`src/rtl/chan_scan_seq.sv`:
```
// ---------------------------------------------------------------------------
// chan_scan_seq
//
// Channel scan sequencer for a 3-to-8 select decoder. After a start request
// it walks channels 0..7 once, skipping the ones not enabled in the latched
// mask. For each enabled channel it holds the select S with en high for
// dwell+1 cycles. done pulses for one cycle at the end of the pass.
//
// Optional build macro:
//   CHAN_SCAN_CONT_EN - when defined, the scan restarts from channel 0 after
//                       every done pulse, reusing the latched mask/dwell,
//                       until abort or reset. A start with an empty mask
//                       still returns to IDLE after its done pulse.
//
// Parameters:
//   DWELL_W  width of the dwell-count input (default 4)
//
// Ports:
//   clk    in   rising-edge clock for all state
//   rst_n  in   asynchronous active-low reset
//   start  in   request one scan (sampled only in IDLE)
//   abort  in   terminate the scan (sampled in SEEK and DWELL)
//   mask   in   [7:0] per-channel enable, bit i selects channel i
//   dwell  in   [DWELL_W-1:0] hold time per channel, in cycles minus 1
//   S      out  [2:0] channel select to the decoder
//   en     out  select valid; gates the decoder outputs downstream
//   busy   out  high while in SEEK or DWELL
//   done   out  one-cycle pulse at the end of a pass
// ---------------------------------------------------------------------------
module chan_scan_seq #(
    parameter int DWELL_W = 4
) (
    input  logic               clk,
    input  logic               rst_n,
    input  logic               start,
    input  logic               abort,
    input  logic [7:0]         mask,
    input  logic [DWELL_W-1:0] dwell,
    output logic [2:0]         S,
    output logic               en,
    output logic               busy,
    output logic               done
);

    typedef enum logic [1:0] {
        IDLE  = 2'd0,
        SEEK  = 2'd1,
        DWELL = 2'd2,
        DONE  = 2'd3
    } state_t;

    state_t             state, state_n;
    logic [2:0]         ptr, ptr_n;
    logic [DWELL_W-1:0] cnt, cnt_n;
    logic [7:0]         mask_q, mask_q_n;
    logic [DWELL_W-1:0] dwell_q, dwell_q_n;
    logic [2:0]         s_n;
    logic               en_n;
    logic               busy_n;
    logic               done_n;

    // State and registered outputs
    always_ff @(posedge clk or negedge rst_n) begin
        if (!rst_n) begin
            state   <= IDLE;
            ptr     <= 3'd0;
            cnt     <= '0;
            mask_q  <= 8'h00;
            dwell_q <= '0;
            S       <= 3'd0;
            en      <= 1'b0;
            busy    <= 1'b0;
            done    <= 1'b0;
        end else begin
            state   <= state_n;
            ptr     <= ptr_n;
            cnt     <= cnt_n;
            mask_q  <= mask_q_n;
            dwell_q <= dwell_q_n;
            S       <= s_n;
            en      <= en_n;
            busy    <= busy_n;
            done    <= done_n;
        end
    end

    // Next-state and next-output decode. Outputs are computed for the state
    // being entered so that every output comes straight from a flop.
    always_comb begin
        state_n   = state;
        ptr_n     = ptr;
        cnt_n     = cnt;
        mask_q_n  = mask_q;
        dwell_q_n = dwell_q;
        s_n       = S;      // select holds its last value unless re-loaded
        en_n      = 1'b0;
        busy_n    = 1'b0;
        done_n    = 1'b0;

        unique case (state)
            IDLE: begin
                if (start) begin
                    mask_q_n  = mask;
                    dwell_q_n = dwell;
                    ptr_n     = 3'd0;
                    cnt_n     = '0;
                    if (mask != 8'h00) begin
                        state_n = SEEK;
                        busy_n  = 1'b1;
                    end else begin
                        state_n = DONE;
                        done_n  = 1'b1;
                    end
                end
            end

            SEEK: begin
                if (abort) begin
                    state_n = IDLE;
                end else if (mask_q[ptr]) begin
                    // S is loaded only here, on the edge where en rises from
                    // 0, so it never moves while the decoder is enabled.
                    state_n = DWELL;
                    cnt_n   = '0;
                    s_n     = ptr;
                    en_n    = 1'b1;
                    busy_n  = 1'b1;
                end else if (ptr == 3'd7) begin
                    state_n = DONE;
                    done_n  = 1'b1;
                end else begin
                    ptr_n  = ptr + 3'd1;
                    busy_n = 1'b1;
                end
            end

            DWELL: begin
                if (abort) begin
                    state_n = IDLE;
                end else if (cnt == dwell_q) begin
                    // dwell+1 cycles elapsed; the ptr==7 test keeps ptr from
                    // wrapping within a pass.
                    if (ptr == 3'd7) begin
                        state_n = DONE;
                        done_n  = 1'b1;
                    end else begin
                        state_n = SEEK;
                        ptr_n   = ptr + 3'd1;
                        busy_n  = 1'b1;
                    end
                end else begin
                    cnt_n  = cnt + 1'b1;
                    en_n   = 1'b1;
                    busy_n = 1'b1;
                end
            end

            DONE: begin
`ifdef CHAN_SCAN_CONT_EN
                // Re-scan with the latched settings; an empty mask means the
                // pass came from a start with nothing to scan, so stop.
                if (mask_q != 8'h00) begin
                    state_n = SEEK;
                    ptr_n   = 3'd0;
                    cnt_n   = '0;
                    busy_n  = 1'b1;
                end else begin
                    state_n = IDLE;
                end
`else
                state_n = IDLE;
`endif
            end

            default: begin
                state_n = IDLE;
            end
        endcase
    end

endmodule

```
`config.mk`:
```
export PLATFORM = sky130hd
export DESIGN_NAME = chan_scan_seq
export DESIGN_NICKNAME = d
export VERILOG_FILES = /design/src/rtl/chan_scan_seq.sv
export SDC_FILE = /design/constraint.sdc
export NUM_CORES = 1
export LEC_CHECK = 0
export ABC_AREA = 0
export CAP_MARGIN = 20
export CORE_ASPECT_RATIO = 1.5
export CORE_UTILIZATION = 50
export DETAILED_ROUTE_END_ITERATION = 7
export PLACE_DENSITY = 0.84
export SYNTH_ARGS = -nofsm -noshare
export SYNTH_HDL_FRONTEND = slang
export SYNTH_SLANG_ARGS = --single-unit
```
`constraint.sdc`:
```
create_clock -name clk -period 2.85 [get_ports clk]
set_clock_uncertainty 0.2 [all_clocks]
set_input_delay 0.7125 -clock clk [delete_from_list [all_inputs] [get_ports clk]]
set_output_delay 0.7125 -clock clk [all_outputs]
set_load 0.02 [all_outputs]
```
==> images/final_clocks.png <==
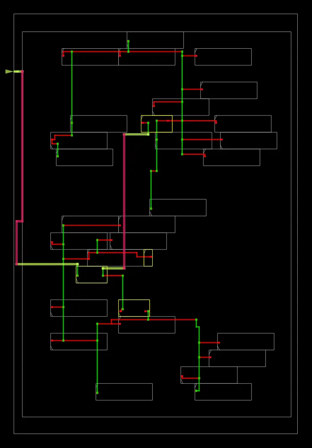
CTS Sinks: 27
Seq cells: 27
Clock buffer cells: 4

==> images/met1.png <==
Supply wires on this layer in gray. Cells faint in the background.
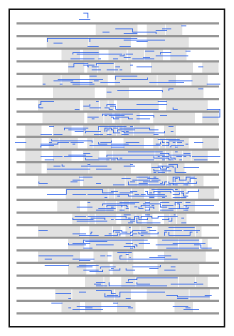
The layer carries 1,120 um of wire. The layer holds 39% of the routed length. The wires run mostly horizontal.
met1 GRT Util: 0.2338
final WL: 2859 um
routed via count: 1,082

==> results.py <==
# Auto-generated metrics
metrics = {
    "run_status": {
        "status": "finished, final reports clean",
    },
    "yosys": {
        "synthCells": 130,
        "syn_nets": 153,
        "synth_chip_area_um2": 1460,
        "yosys_warnings": 0,
        "ys.flops": 27,
        "ys_seq_share": 0.4627,
        "yosys_cells": 130,
        "synth.distinct_cells": 30,
        "netlist_area_um2": 1460,
        "avgSynthCellArea_um2": 11.23,
    },
    "critical_path": {
        "crit_buf_inv": 0,
        "crit_type": "flop to flop",
        "crit_slowest_cell": "nor4_2",
        "critical_path.cell_chain": "xor2_1 > nor4_2 > nor2b_1 > a2111o_1 > mux2_1",
        "cp-start-kind": "flop",
        "max_stage_delay_ps": 510,
        "crit_family": "simple AND/OR/NAND/NOR gates",
        "r2r_slack_ps": 530,
        "crit_arrival_ps": 2280,
        "critPathRequiredTime_ps": 2810,
        "critPathMaxFanout": 5,
        "cp-end-kind": "flop",
    },
    "hold_path": {
        "hp-class": "flop to flop",
    },
    "timing": {
        "rsz0062_at_grt": "false",
        "slew_viol_final": 0,
        "min_period_ps": 2323,
        "setup_viol": 0,
        "max_freq_mhz": 430.4,
        "finalCritPeriodShare": 0.8151,
        "relSlewSlack": 0.6197,
        "timing.hold.ws_ps": 293.7,
        "setup_tns_ps": 0,
        "hold_viol_final": 0,
        "tightest_slew_ps": 569.1,
    },
    "placed_design": {
        "dp_hpwl_um": 2120,
        "port_buffers": 21,
        "place_congestion": 0.8330,
    },
    "clock_tree": {
        "cts_made_buffers": 3,
        "cts_max_level": 1,
        "max-clock-path-buffers": 2,
        "cts_setup_buffers": 0,
        "cts_hold_repair.buffers": 0,
        "cts_tree": "done",
        "post_cts_resized": 0,
        "cts_root_buf": "clkbuf_8",
        "clkLatencyLatePin_ps": 270,
        "clk_pin_slew_worst_paths_ps": 90,
    },
    "power_and_ir_drop": {
        "swShare": 0.3872,
        "p_int_w": 0.001041,
        "pwr-share-comb": 0.487,
        "p_leak_nw": 0.7610,
        "vdd_drop_max_uv": 465.7,
        "finalPower_w": 0.001699,
        "p_seq_frac": 0.388,
        "power_switching_w": 0.0006577,
        "power_density_nw_per_um2": 976.7,
        "pwr-share-clk": 0.126,
    },
    "die": {
        "ioPinCount": 22,
        "fp_util": 0.5341,
        "fp.dieArea_um2": 3145,
        "die_w_um": 46.13,
        "die_h_um": 68.19,
    },
    "routing": {
        "drc": 0,
        "wl_per_cell_um": 15.13,
        "first_pass_iters": 4,
        "detailedRoute.firstIterationViolations": 35,
        "viasPerCell": 5.725,
        "detail-route-antenna-nets": 0,
    },
    "grt": {
        "grtUsageTotal": 0.2119,
        "grt_remaining_overflow": 0,
        "antenna_found_initial": 0,
        "grt_start_max_net_pins": 28,
        "grt_pass1_wl_um": 4678,
        "first_global_vias": 1048,
    },
    "flow_run": {
        "max_cap_violations": 0,
        "warnings": 29,
    },
    "layout": {
        "nets": 176,
        "diodes": 0,
        "drive_gt1_frac": 0.03947,
        "final_cell_mix": "dfrtp_1, clkdlybuf4s50_1, mux2_1, nand2_1, inv_1",
        "lay_top_count": "dfrtp_1",
    },
}
==> images/cell_classes.png <==
Scale bar: 10 um.
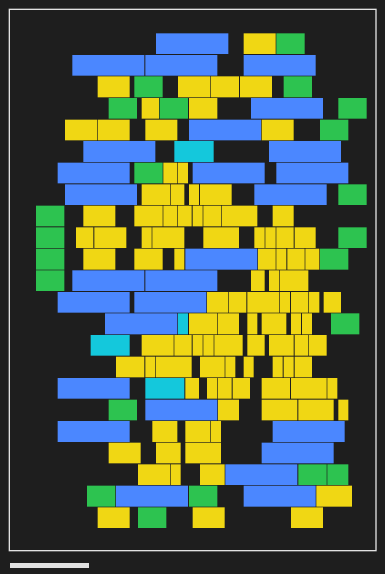
flip-flops: shown in blue, cells 27. clock drivers and dummy loads: shown in cyan, cells 4. other buffers and delay cells: shown in green, cells 22. all other logic: shown in yellow, cells 99.
flop share of the area: 0.3885
total core area: 2734 um2
row count: 23
Layout Utilization: 0.6362

==> images/drive_strength.png <==
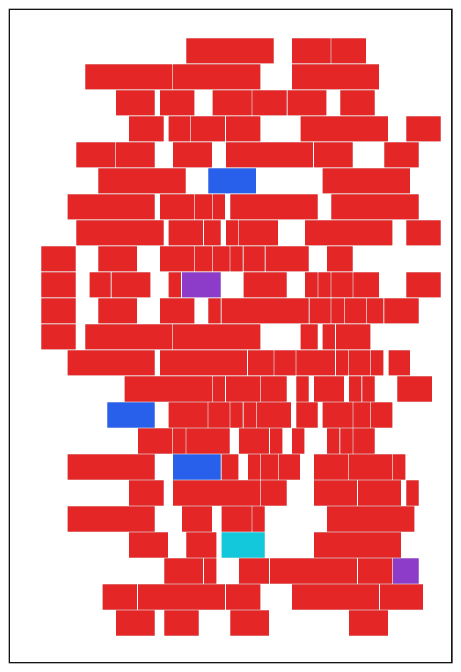
drive 1 or less: shown in red, cells 146, share 96%. drive 2: shown in cyan, cells 1, share 0.66%. drive 3 to 4: shown in purple, cells 2, share 1.3%. drive 6 and up: shown in blue, cells 3, share 2.0%.
design area: 1739 um2
Area growth syn-to-layout: 19.11%
Non-CTS buffers: 22
Final WS setup: 526.8 ps

==> cell type report <==
type | count | area, um2
Multi-Input combinational cell | 91 | 724.4
Inverter | 8 | 30.03
Sequential cell | 27 | 675.6
Timing Repair Buffer | 22 | 217.7
Tap cell | 37 | 46.29
Fill cell | 221 | 994.7
Clock buffer | 4 | 45.04
==> power groups by stage <==
stage                     clock network [W]  registers, W  logic (W)
after global placement                    0      0.000653   0.000781
final                              0.000213      0.000658   0.000827
after floorplan                           0      0.000660   0.000633
after global routing               0.000233      0.000679   0.000905
after detailed placement                  0      0.000666   0.000817
after CTS                          0.000219      0.000658   0.000828
==> path summary, 6_finish.rpt <==
kind,from,end,depth (start not counted)
worst min-delay path,S[2],S[2],1
max in group asynchronous,rst_n,en,2
worst max register to register,cnt[0],ptr[0],5
worst min register to register,S[2],S[2],1
worst max-delay path,cnt[0],ptr[0],5
min in group asynchronous,rst_n,cnt[3],2
==> synth_stat cells <==
cell | count | area share
nor4_2 | 1 | 0.0086
nand2_1 | 14 | 0.036
nand3_1 | 6 | 0.021
nand2b_1 | 4 | 0.017
o211ai_1 | 3 | 0.015
a21oi_1 | 1 | 0.0034
nor2b_1 | 4 | 0.017
o221ai_1 | 1 | 0.0060
inv_1 | 8 | 0.021
a31oi_1 | 2 | 0.0086
a2111o_1 | 1 | 0.0077
clkbuf_1 | 1 | 0.0026
mux2i_1 | 7 | 0.048
o21ai_0 | 2 | 0.0069
a211oi_1 | 1 | 0.0051
a21boi_1 | 1 | 0.0051
o211a_1 | 1 | 0.0069
o311a_1 | 1 | 0.0069
and4_4 | 1 | 0.0077
nor4_1 | 4 | 0.017
o32ai_1 | 1 | 0.0060
ha_1 | 7 | 0.060
o32a_1 | 1 | 0.0069
buf_6 | 2 | 0.015
dfrtp_1 | 27 | 0.46
mux2_1 | 18 | 0.14
a2bb2oi_1 | 1 | 0.0060
buf_1 | 1 | 0.0026
xor2_1 | 4 | 0.024
nor2_1 | 4 | 0.010
==> worst reg2reg max path: stages, from the launching register on <==
cell and delay, ps:
dfrtp_1 440, xor2_1 190, nor4_2 510, nor2b_1 100, a2111o_1 440, mux2_1 340
==> through the flow <==
step | area [um2] | cells | util | worst slack (ps)
after global placement | 1694 | 185 | 0.6197 | 311.3
final | 1739 | 189 | 0.6362 | 526.8
after floorplan | 1460 | 130 | - | 721.2
after global routing | 1739 | 189 | 0.6362 | 415.8
after CTS | 1739 | 189 | 0.6362 | 536.4
after detailed placement | 1694 | 185 | 0.6197 | 260.7
==> cell families (layout without fill, tap and decap cells) <==
group,Yosys count,after routing,share of synthesized area
AOI/OAI and AO/OA,17,17,0.09083
xor gates and xnor gates,4,4,0.02399
adders and majority gates,7,7,0.05998
buffers and inverters,12,34,0.04113
DFF,27,27,0.4627
muxes,25,25,0.1868
and+or+nand+nor,38,38,0.1345
==> per-layer routing <==
metal  up-vias  GRT usage  part of all wire
met4         0     0.1250             0.025
met3         8    0.02111             0.036
met2        44     0.3768              0.55
met5         -          0                 0
met1       523     0.2338              0.39
li1        507          -                 -
==> flip-flops by register name, indices dropped and copies added (netlist names) <==
signal   flops
mask_q       8
cnt          4
dwell_q      4
S            3
ptr          3
state        2
busy         1
done         1
en           1
Power and IR drop assume default switching activity.
